==> src/rtl/add_64bit_seq.sv <==
// ---------------------------------------------------------------------------
// add_64bit_seq
//   Multi-cycle signed two's-complement adder. It adds CHUNK bits per cycle
//   and holds the ripple carry in a register between cycles. It reports the
//   signed overflow and the unsigned carry-out of the full-width add. Both
//   sides use a valid/ready handshake, so the ALU can stall on this block.
//
// Ports
//   clk        rising-edge clock
//   rst        synchronous active-high reset (aborts any op in flight)
//   in_valid   a/b valid            in_ready   operands accepted (IDLE only)
//   a, b       signed operands      out_valid  sum/overflow/carry_out valid
//   out_ready  consumer takes result
//   sum        a+b modulo 2^WIDTH
//   overflow   signed overflow      carry_out  unsigned carry out of MSB
//
// Timing
//   Operands are accepted at edge T. out_valid rises after edge T+N,
//   where N = WIDTH/CHUNK.
// ---------------------------------------------------------------------------
module add_64bit_seq #(
  parameter int WIDTH = 64,
  parameter int CHUNK = 16
) (
  input  logic             clk,
  input  logic             rst,
  input  logic             in_valid,
  output logic             in_ready,
  input  logic [WIDTH-1:0] a,
  input  logic [WIDTH-1:0] b,
  output logic             out_valid,
  input  logic             out_ready,
  output logic [WIDTH-1:0] sum,
  output logic             overflow,
  output logic             carry_out
);

  localparam int NCH   = WIDTH / CHUNK;
  localparam int CNT_W = (NCH > 1) ? $clog2(NCH) : 1;

  if (WIDTH % CHUNK != 0) begin : g_bad_chunk
    $error("add_64bit_seq: WIDTH must be a multiple of CHUNK");
  end

  localparam logic [1:0] S_IDLE = 2'd0;
  localparam logic [1:0] S_RUN  = 2'd1;
  localparam logic [1:0] S_DONE = 2'd2;

  logic [1:0]       state_q, state_d;
  logic [WIDTH-1:0] a_q, a_d, b_q, b_d;
  logic [WIDTH-1:0] sum_q, sum_d;
  logic [CNT_W-1:0] cnt_q, cnt_d;
  logic             carry_q, carry_d;
  logic             ov_q, ov_d;
  logic             co_q, co_d;

  logic [CHUNK-1:0] a_ch, b_ch, s_nx;
  logic             c_nx;
  logic             last;

  always_comb begin
    // Select the chunk for the current count. A loop over constant slices
    // keeps every part-select static.
    a_ch = '0;
    b_ch = '0;
    for (int k = 0; k < NCH; k++) begin
      if (int'(cnt_q) == k) begin
        a_ch = a_q[k*CHUNK +: CHUNK];
        b_ch = b_q[k*CHUNK +: CHUNK];
      end
    end
    {c_nx, s_nx} = {1'b0, a_ch} + {1'b0, b_ch} + {{CHUNK{1'b0}}, carry_q};
    last = (int'(cnt_q) == NCH - 1);

    state_d = state_q;
    a_d     = a_q;
    b_d     = b_q;
    sum_d   = sum_q;
    cnt_d   = cnt_q;
    carry_d = carry_q;
    ov_d    = ov_q;
    co_d    = co_q;

    case (state_q)
      S_IDLE: begin
        if (in_valid) begin
          a_d     = a;
          b_d     = b;
          carry_d = 1'b0;
          cnt_d   = '0;
          state_d = S_RUN;
        end
      end
      S_RUN: begin
        for (int k = 0; k < NCH; k++) begin
          if (int'(cnt_q) == k) sum_d[k*CHUNK +: CHUNK] = s_nx;
        end
        carry_d = c_nx;
        cnt_d   = cnt_q + 1'b1;
        if (last) begin
          co_d = c_nx;
          // Signed overflow: the operand signs match, and the result sign
          // differs from them.
          ov_d    = (a_q[WIDTH-1] == b_q[WIDTH-1]) && (s_nx[CHUNK-1] != a_q[WIDTH-1]);
          cnt_d   = '0;
          state_d = S_DONE;
        end
      end
      S_DONE: begin
        if (out_ready) state_d = S_IDLE;
      end
      default: state_d = S_IDLE;
    endcase
  end

  always_ff @(posedge clk) begin
    if (rst) begin
      state_q <= S_IDLE;
      a_q     <= '0;
      b_q     <= '0;
      sum_q   <= '0;
      cnt_q   <= '0;
      carry_q <= 1'b0;
      ov_q    <= 1'b0;
      co_q    <= 1'b0;
    end else begin
      state_q <= state_d;
      a_q     <= a_d;
      b_q     <= b_d;
      sum_q   <= sum_d;
      cnt_q   <= cnt_d;
      carry_q <= carry_d;
      ov_q    <= ov_d;
      co_q    <= co_d;
    end
  end

  assign in_ready  = (state_q == S_IDLE);
  assign out_valid = (state_q == S_DONE);
  assign sum       = sum_q;
  assign overflow  = ov_q;
  assign carry_out = co_q;

endmodule

==> config.mk <==
export PLATFORM = sky130hd
export DESIGN_NAME = add_64bit_seq
export DESIGN_NICKNAME = d
export VERILOG_FILES = /design/src/rtl/add_64bit_seq.sv
export SDC_FILE = /design/constraint.sdc
export NUM_CORES = 1
export LEC_CHECK = 0
export CAP_MARGIN = 20
export CORE_UTILIZATION = 54
export CTS_BUF_LIST = sky130_fd_sc_hd__clkbuf_4 sky130_fd_sc_hd__clkbuf_8 sky130_fd_sc_hd__clkbuf_16
export DETAILED_ROUTE_END_ITERATION = 7
export PLACE_DENSITY = 0.86
export SYNTH_ARGS = -nofsm -noshare
export SYNTH_HDL_FRONTEND = slang
export SYNTH_SLANG_ARGS = --single-unit
==> constraint.sdc <==
create_clock -name clk -period 7.6 [get_ports clk]
set_input_delay 1.14 -clock clk [delete_from_list [all_inputs] [get_ports clk]]
set_output_delay 1.14 -clock clk [all_outputs]
set_load 0.05 [all_outputs]
Fig. 1: run 1, supply network
Bar = 50 um. Pins as bars on the die edge. Tap cells in gray.
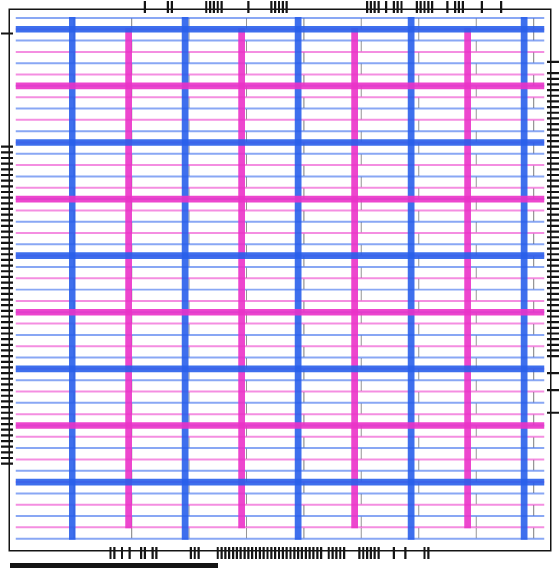
legend:
  blue:
    net: VSS
  magenta:
    net: VDD
rows: 46
tap cells: 216
Die W: 130 um
worst vdd ir: 171 uV

Fig. 2: run 1, nets reached from selected ports
Bar = 50 um.
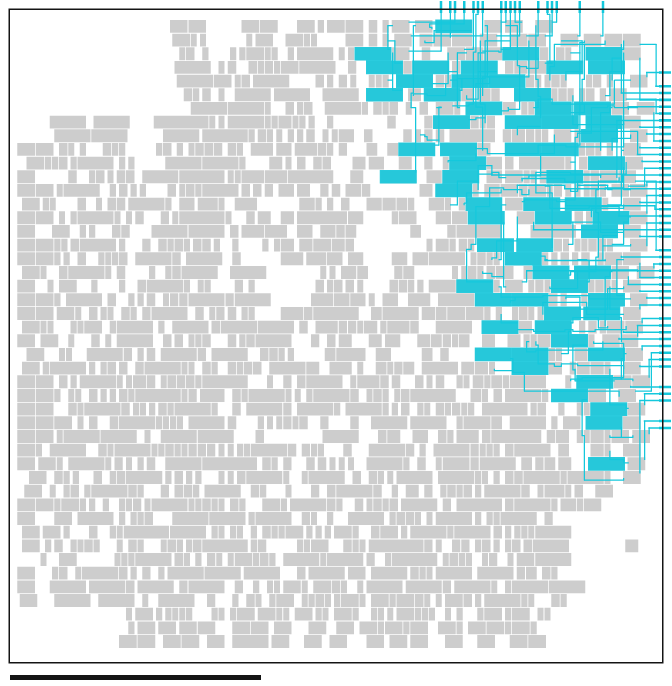
legend:
  cyan:
    port: `sum`
    bits: 64
    direction: output
    edge: 46 right, 18 top
    end_cells: 64
    buffers: 64
    wire: 1870 um
IO Port Bufs: 199
num ports: 200

Fig. 3: run 1, cell placement
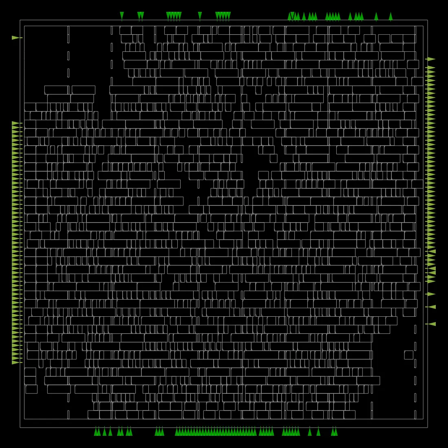
fillers: 1272
n_taps: 216
Final Non-Filler Cells: 1579

Fig. 4: run 1, cell classes on the final placement
Fill, decap, tap and diode cells in gray.
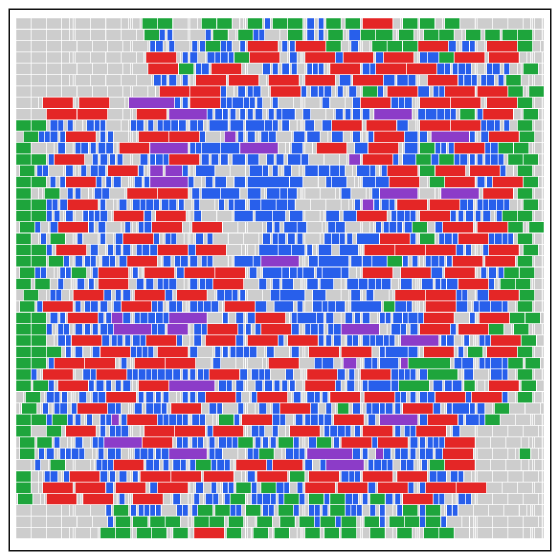
legend:
  blue:
    class: remaining logic cells
    cells: 927
    share_of_their_area: 40%
  green:
    class: remaining buffers and delay cells
    cells: 206
    share_of_their_area: 19%
  purple:
    class: clock drivers and dummy loads
    cells: 31
    share_of_their_area: 5.4%
  red:
    class: sequential cells
    cells: 199
    share_of_their_area: 36%
Site Rows: 46
design area: 11400 um2

==> deck_impl_summary.md, run 1 <==
Run Summary

Pwr
  – Design internal power: 1.79 mW
  – Comb pwr: 403 uW
  – Sequential Power: 1.12 mW
  – Highest-power group: registers
  – Net Sw Power: ~670 uW

STA
  – Worst hold margin: 0.458 ns
  – Slew margin rel.: 0.287
  – F_max: roughly 0.24 GHz
  – RSZ-0062 raised after global routing: no

Floorplan
  – Initial Util: 0.555
  – Core ar.: 15900 um2

CTS
  – CTS tree: built
  – Post-CTS Setup Bufs: 0
  – CTS root buffer: clkbuf_16

Job
  – Max Cap Viol: 0

Drt
  – DRT iter0 DRCs: 782
  – Vias per cell: about 5.5
  – M1 WL: 10.4 mm

Global route
  – Met2 Use GR: 0.505
  – First-pass GRT wire length: 39.8 mm

Synthesis
  – Main logic family after synthesis: simple AND/OR/NAND/NOR gates
  – Top-area cell share: 0.452
  – Yosys top cell by instances: nand2_1
  – Synth area leaders: dfxtp_1 (45%), nand2_1 (17%), a21oi_1 (14%)
  – Cell accounting for the most synthesized area: dfxtp_1

Worst setup path
  – RR Endpoint: sum[46]$_SDFFE_PP0P_
  – WP buf/inv: 1
  – Setup crit end: sum[46]$_SDFFE_PP0P_
  – Worst Path Required: 7.96 ns
  – Worst Setup Path Type: register to register
  – Slowest stage delay, CP: 0.55 ns
  – Worst path slowest cell: ha_1

Layout
  – # diodes: 0
  – Logic share of the area: 0.390
  – Area grow syn2layout: 29.6%
  – Logic area: 4450 um2
  – Combinational gates: 921

Worst hold path
  – Hold Path End: sum[55]$_SDFFE_PP0P_

Run status
  – Outcome: finished, final reports clean
==> run 2: changes to the inputs <==
--- a/config.mk
+++ b/config.mk
@@ -6,10 +6,10 @@
 export NUM_CORES = 1
 export LEC_CHECK = 0
 export CAP_MARGIN = 20
-export CORE_UTILIZATION = 54
+export CORE_UTILIZATION = 51
 export CTS_BUF_LIST = sky130_fd_sc_hd__clkbuf_4 sky130_fd_sc_hd__clkbuf_8 sky130_fd_sc_hd__clkbuf_16
 export DETAILED_ROUTE_END_ITERATION = 7
-export PLACE_DENSITY = 0.86
+export PLACE_DENSITY = 0.82
 export SYNTH_ARGS = -nofsm -noshare
 export SYNTH_HDL_FRONTEND = slang
 export SYNTH_SLANG_ARGS = --single-unit
==> constraint.sdc (replaced) <==
create_clock -name clk -period 4.15 [get_ports clk]
set_input_delay 0.6225 -clock clk [delete_from_list [all_inputs] [get_ports clk]]
set_output_delay 0.6225 -clock clk [all_outputs]
set_load 0.05 [all_outputs]
==> run 2 against run 1 <==
Net effect: first-iteration DRC count is 14% lower; critical path depth down 4; largest cell class unchanged; clock-buffer cell count decreased by 2; synthesized cell count did not move; maximum frequency grew 5.6%; non-clock buffer count rose by 5; critical path type unchanged; cell area grew 0.77%; global-route usage fell by 2.8 points; sequential cell count did not move; clock skew up 0.0022 ns; setup slack worse by 3.2 ns; final cell count increased by 0.63%.
==> deck_impl_summary.md, run 2 <==
Run Summary

Worst setup path
  – RR Endpoint: sum[30]$_SDFFE_PP0P_
  – Slowest stage delay, CP: 0.55 ns (about the same)
  – Setup crit end: sum[30]$_SDFFE_PP0P_
  – Worst Setup Path Type: register to register
  – WP buf/inv: 1 (unchanged)
  – Worst path slowest cell: ha_2

Layout
  – # nets final: 1509
  – Combinational gates: 921 (unchanged)
  – Logic share of the area: 0.391 (+0.00106)
  – Final Non-Filler Cells: 1589 (+0.63%)
  – # diodes: 0 (unchanged)
  – Logic area: 4500 um2 (+1.0%)
  – FF/Latch Area: 3980 um2
  – Design area: 11500 um2 (+0.77%)
  – Fillers: 1413 (+11%)
  – Buffer share of cell area: 0.183
  – Area grow syn2layout: 30.6%
  – Number of non-clock buffers: 211

Pwr
  – Seq pwr share: 0.455
  – Leak Pwr: between 4 and 5 nW
  – Net Sw Power: 1.25 mW (+88%)
  – Highest-power group: registers
  – Design internal power: 3.27 mW (+83%)
  – Comb pwr: 736 uW (+83%)

STA
  – Final Skew: 0.00925 ns
  – Worst slew pin tran: 1.04 ns
  – Worst hold margin: 0.456 ns (-0.00159 ns)
  – F_max: 0.257 GHz (+5.6%)
  – Slew margin rel.: 0.307 (+0.0200)

Place
  – IO Port Bufs: 199 (unchanged)

Floorplan
  – Initial Util: 0.528 (-0.0271)
  – N_taps: 220 (+1.9%)
  – Num ports: 200 (unchanged)

Global route
  – Met2 Use GR: 0.454 (-0.0503)
  – First-pass GRT wire length: 39.5 mm (-0.93%)

CTS
  – CTS tree: built
  – Post-CTS Setup Bufs: 0 (unchanged)
  – CTS root buffer: clkbuf_16

Job
  – Max Cap Viol: 0 (unchanged)

Drt
  – Vias per cell: 5.40 (-2.6%)
  – M1 WL: 10.8 mm (+4.2%)

Worst hold path
  – Hold Path End: sum[37]$_SDFFE_PP0P_
  – Hold path depth: 2

Synthesis
  – Yosys stat area: 8810 um2
  – Synth area leaders: dfxtp_1 (45%), nand2_1 (17%), a21oi_1 (14%)
  – Cell accounting for the most synthesized area: dfxtp_1
  – Top-area cell share: 0.452 (unchanged)
  – Main logic family after synthesis: simple AND/OR/NAND/NOR gates
  – Yosys top cell by instances: nand2_1

Run status
  – Outcome: finished, final reports clean
Fig. 5: run 2, supply network
Bar = 50 um. Pins as bars on the die edge. Tap cells in gray.
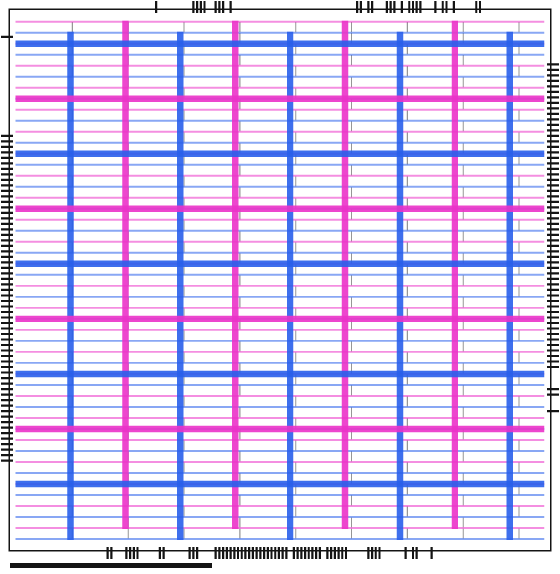
Core ar.: 16700 um2
Die W: 133 um
worst vdd ir: 294 uV
Die Y: 133 um

Fig. 6: run 2, cell placement
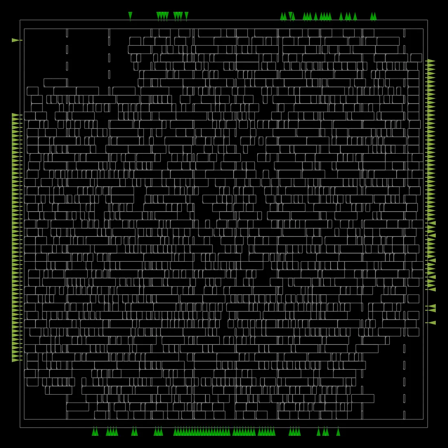
Site Rows: 47
Final Util: 0.689

Fig. 7: run 2, signal metal coverage by tile
The die is cut into 27 by 27 equal tiles; dark blue is low, red is high, scaled to the fullest tile. Values are wire area over tile area, all layers added.
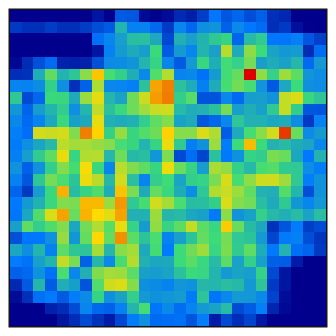
mean over tiles: 0.22
tiles over half the peak: 25%
fullest tile: 0.61
mean routed wirelength per cell: 15.5 um
via count: 8581
WL final: 24.7 mm

No activity file was given, so power comes from the tool's default toggle rates.
